$ cat config.mk
export PLATFORM = sky130hd
export DESIGN_NAME = apb_master
export DESIGN_NICKNAME = d
export VERILOG_FILES = /design/src/rtl/apb_master.sv
export SDC_FILE = /design/constraint.sdc
export NUM_CORES = 1
export LEC_CHECK = 0
export CORE_ASPECT_RATIO = 0.7
export CORE_UTILIZATION = 44
export DETAILED_ROUTE_END_ITERATION = 8
export PLACE_DENSITY_LB_ADDON = 0.2
export SLEW_MARGIN = 20
export SYNTH_ARGS = -nofsm -noshare
export SYNTH_HDL_FRONTEND = slang
export SYNTH_SLANG_ARGS = --single-unit
$ cat constraint.sdc
create_clock -name pclk -period 3.7 [get_ports pclk]
set_input_delay 0.74 -clock pclk [delete_from_list [all_inputs] [get_ports pclk]]
set_output_delay 0.74 -clock pclk [all_outputs]
set_load 0.05 [all_outputs]
$ cat src/rtl/apb_master.sv
// Single-channel APB requester: one host command at a time becomes an APB SETUP/ACCESS
// transfer, with pready wait states, pslverr passthrough and a wait-state timeout abort.
module apb_master #(
    parameter int ADDR_WIDTH = 8,
    parameter int DATA_WIDTH = 24,
    parameter int TIMEOUT    = 16
) (
    input  logic                  pclk,
    input  logic                  reset,
    input  logic                  cmd_valid,
    output logic                  cmd_ready,
    input  logic                  cmd_write,
    input  logic [ADDR_WIDTH-1:0] cmd_addr,
    input  logic [DATA_WIDTH-1:0] cmd_wdata,
    output logic                  rsp_valid,
    input  logic                  rsp_ready,
    output logic [DATA_WIDTH-1:0] rsp_rdata,
    output logic                  rsp_err,
    output logic                  psel,
    output logic                  penable,
    output logic                  pwrite,
    output logic [ADDR_WIDTH-1:0] paddr,
    output logic [DATA_WIDTH-1:0] pwdata,
    input  logic [DATA_WIDTH-1:0] prdata,
    input  logic                  pready,
    input  logic                  pslverr
);

    localparam int CNT_W = (TIMEOUT > 1) ? $clog2(TIMEOUT) : 1;
    localparam logic [CNT_W-1:0] CNT_MAX = CNT_W'(TIMEOUT - 1);

    typedef enum logic [1:0] {
        IDLE,
        SETUP,
        ACCESS
    } state_t;

    state_t                  state_q, state_d;
    logic [CNT_W-1:0]        cnt_q, cnt_d;
    logic                    pwrite_q, pwrite_d;
    logic [ADDR_WIDTH-1:0]   paddr_q, paddr_d;
    logic [DATA_WIDTH-1:0]   pwdata_q, pwdata_d;
    logic                    rsp_valid_q, rsp_valid_d;
    logic [DATA_WIDTH-1:0]   rsp_rdata_q, rsp_rdata_d;
    logic                    rsp_err_q, rsp_err_d;

    // A new command is only taken once any pending response has been (or is being) consumed.
    assign cmd_ready = (state_q == IDLE) && (!rsp_valid_q || rsp_ready);
    assign psel      = (state_q != IDLE);
    assign penable   = (state_q == ACCESS);
    assign pwrite    = pwrite_q;
    assign paddr     = paddr_q;
    assign pwdata    = pwdata_q;
    assign rsp_valid = rsp_valid_q;
    assign rsp_rdata = rsp_rdata_q;
    assign rsp_err   = rsp_err_q;

    always_comb begin
        state_d     = state_q;
        cnt_d       = cnt_q;
        pwrite_d    = pwrite_q;
        paddr_d     = paddr_q;
        pwdata_d    = pwdata_q;
        rsp_valid_d = rsp_valid_q && !rsp_ready;
        rsp_rdata_d = rsp_rdata_q;
        rsp_err_d   = rsp_err_q;

        unique case (state_q)
            IDLE: begin
                if (cmd_valid && cmd_ready) begin
                    pwrite_d = cmd_write;
                    paddr_d  = cmd_addr;
                    pwdata_d = cmd_write ? cmd_wdata : '0;
                    state_d  = SETUP;
                end
            end
            SETUP: begin
                cnt_d   = '0;
                state_d = ACCESS;
            end
            ACCESS: begin
                // A pready in the last permitted cycle still completes normally.
                if (pready) begin
                    rsp_rdata_d = pwrite_q ? '0 : prdata;
                    rsp_err_d   = pslverr;
                    rsp_valid_d = 1'b1;
                    state_d     = IDLE;
                end else if (cnt_q == CNT_MAX) begin
                    rsp_rdata_d = '0;
                    rsp_err_d   = 1'b1;
                    rsp_valid_d = 1'b1;
                    state_d     = IDLE;
                end else begin
                    cnt_d = cnt_q + 1'b1;
                end
            end
            default: state_d = IDLE;
        endcase
    end

    always_ff @(posedge pclk) begin
        if (reset) begin
            state_q     <= IDLE;
            cnt_q       <= '0;
            pwrite_q    <= 1'b0;
            paddr_q     <= '0;
            pwdata_q    <= '0;
            rsp_valid_q <= 1'b0;
            rsp_rdata_q <= '0;
            rsp_err_q   <= 1'b0;
        end else begin
            state_q     <= state_d;
            cnt_q       <= cnt_d;
            pwrite_q    <= pwrite_d;
            paddr_q     <= paddr_d;
            pwdata_q    <= pwdata_d;
            rsp_valid_q <= rsp_valid_d;
            rsp_rdata_q <= rsp_rdata_d;
            rsp_err_q   <= rsp_err_d;
        end
    end

endmodule
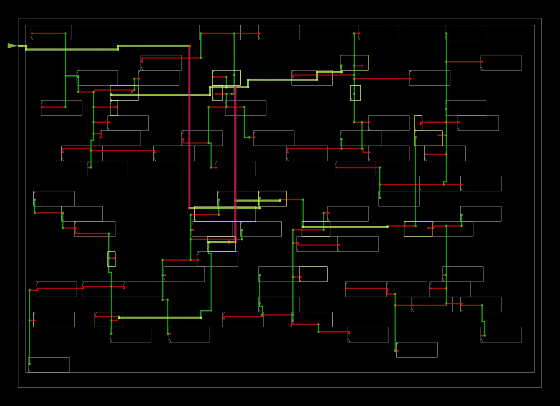
*Clock routing*
CTS sink cnt: 65
Clock Latency Late Sink: 0.33 ns
clock buf count: 13
flip-flops: 65
total CTS buffers: 9

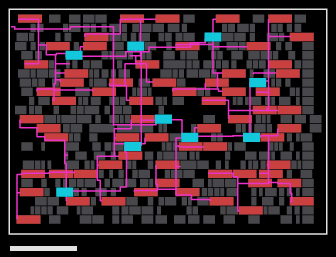
*Routed clock nets over the placement*
Bar = 20 µm.
[cyan] clock-net drivers | count: 9
[magenta] clock wires | length: 805 µm
[red] flip-flops | count: 65
routed clock nets: 10
clock share of power: 27.4%
clk_skew: 0.00636 ns
clk pwr: 581 µW

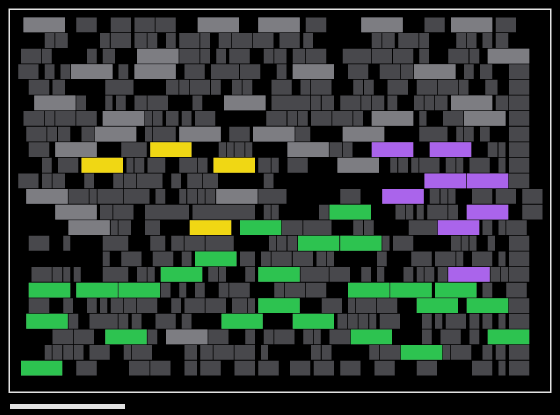
*Where the registers sit*
Bar = 20 µm. Other sequential cells in the stronger grey, the rest of the logic in the fainter grey.
| colour | netlist name | sequential cells |
|---|---|---|
| yellow | cnt_q | 4 |
| purple | paddr | 8 |
| green | pwdata | 24 |
not coloured: 29

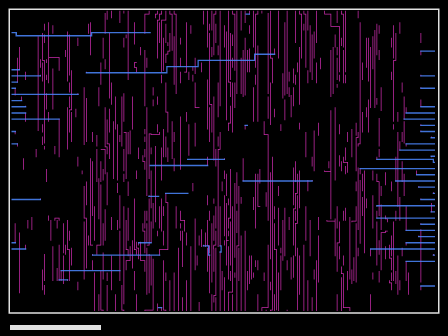
*Metal layers overlaid*
Bar = 20 µm. Only two layers are drawn.
| colour | layer | wire length |
|---|---|---|
| magenta | M2 | 3,300 µm |
| blue | M3 | 376 µm |
via count: 2,498
GRT Overall Usage: 22.0%
DR WL/cell: 13.3 µm

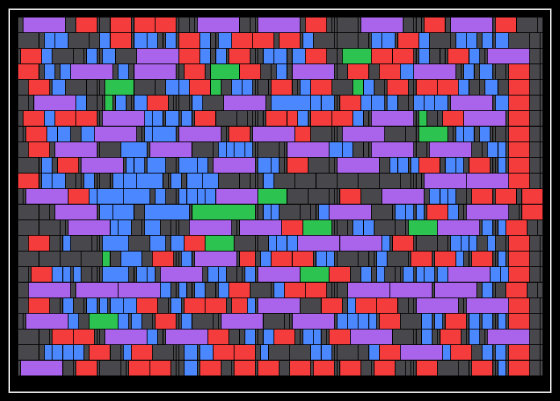
*Cell classes on the final placement*
Fill, decap, tap and diode cells in grey.
| colour | class | cells | share of their area |
|---|---|---|---|
| blue | remaining logic cells | 219 | 30% |
| red | remaining buffers and delay cells | 127 | 32% |
| purple | registers | 65 | 33% |
| green | clock drivers and dummy loads | 16 | 4.8% |

==> changes_impl.md <==
## Flow update

- Status: complete, no violations
- Cell-internal power: ~1.4 mW
- Remaining DRCs: 0
- Synthesized area: around 2600 µm²
- M2 GR Usage: between 30% and 40%
- Top power group: registers
- XOR Share, Synth: 0%
- Gr busiest metal: met2
- Clock slew at reported path FFs: around 0.06 ns
- Non-filler cells, final: between 500 and 600
- Crit. End Element: primary output
- Post-Syn Instances: roughly 310
- Synth mux share: less than 1%
- Critical Path Slowest Stage Cell: clkdlybuf4s50_1
- Adder Area Share: 2.87%
- FF-to-FF Start: state_q[0]
- Routing usage on met3: 8.33%
- Non-clock buffer count: between 100 and 150
- Yosys reg bits: between 60 and 70
- Die width: 94.2 µm
- Crit-path cells: clkdlybuf4s50_1 > nand2b_1 > and2_1 > clkdlybuf4s50_1
- # rows: 23
- Die Area: about 6300 µm²
- Syn_nets: roughly 380
- Yosys synthesis chip area: between 2000 and 3000 µm²
- Worst EP arrival: ~2.3 ns
- Mean Syn Cell Area: approximately 8.5 µm²
- WL met3: 376 µm
- Power per cell area: approximately 530 nW/µm²
- GRT Residual Overflow: 0
- Dominant flop cell: dfxtp_1
- Most area-consuming cells after synthesis: dfxtp_1 50%, nand3_1 9.8%, nand2b_1 7.2%
- Die H: approximately 67 µm
- Worst setup startpoint: rsp_ready
- Ao+oa area frac: 14.5%
- Worst setup endpoint: cmd_ready
- Htree depth: 3
- Detailed Route WL: around 6700 µm
- Cell depth of the worst flop-to-flop path: 6
- Fraction of area in multi-input gates: between 20% and 30%
- Startpoint Class: input port
- Top logic family: simple AND/OR/NAND/NOR gates
- Log Warnings: 30
- Worst-margin pin slew: approximately 0.95 ns
- Synth-to-Final Area Change: 53.8%
- Combinational share of power: a little over a third
- Slew HR: between 30% and 40%
- Post-place setup slack: about 0.71 ns
- Sequential power share: a little under two fifths
- EDFF count, synth: 0
- Crit Path Max Fanout: 4
- Design Area, Final: roughly 4000 µm²
- Final WS setup: ~0.7 ns
- Area post-placement: between 3000 and 4000 µm²
- Post-layout period usage: 81.1%
- Vias in the first global route: approximately 2,300
- Min cycle time layout: 3.00 ns
- IO buf count: between 100 and 150
- DRT Pass-1 Iters: 4
- PostCTS Resize Cnt: 0
- Fp_density: between 40% and 50%
- Comb group: ~740 µW
- Fmax: 0.333 GHz
[layout by cell type, fill, tap and decap left out, drive strengths merged]
master | netlist | routed
a41oi | 1 | 1
inv | 4 | 4
mux2i | 2 | 2
bufinv | 0 | 1
dfxtp | 65 | 65
a22oi | 1 | 1
nor3 | 1 | 1
buf | 17 | 4
nand2 | 47 | 47
nor2 | 3 | 3
nand4 | 1 | 1
clkbuf | 7 | 13
o21ai | 27 | 27
a21oi | 37 | 37
nand4b | 1 | 1
ha | 6 | 6
a31oi | 1 | 1
nor3b | 1 | 1
and2 | 1 | 1
nand2b | 30 | 30
and3 | 1 | 1
a211oi | 2 | 2
clkdlybuf4s50 | 0 | 123
a21boi | 1 | 1
nand3 | 51 | 51
clkinv | 0 | 2
No activity file was given, so power comes from the tool's default toggle rates.
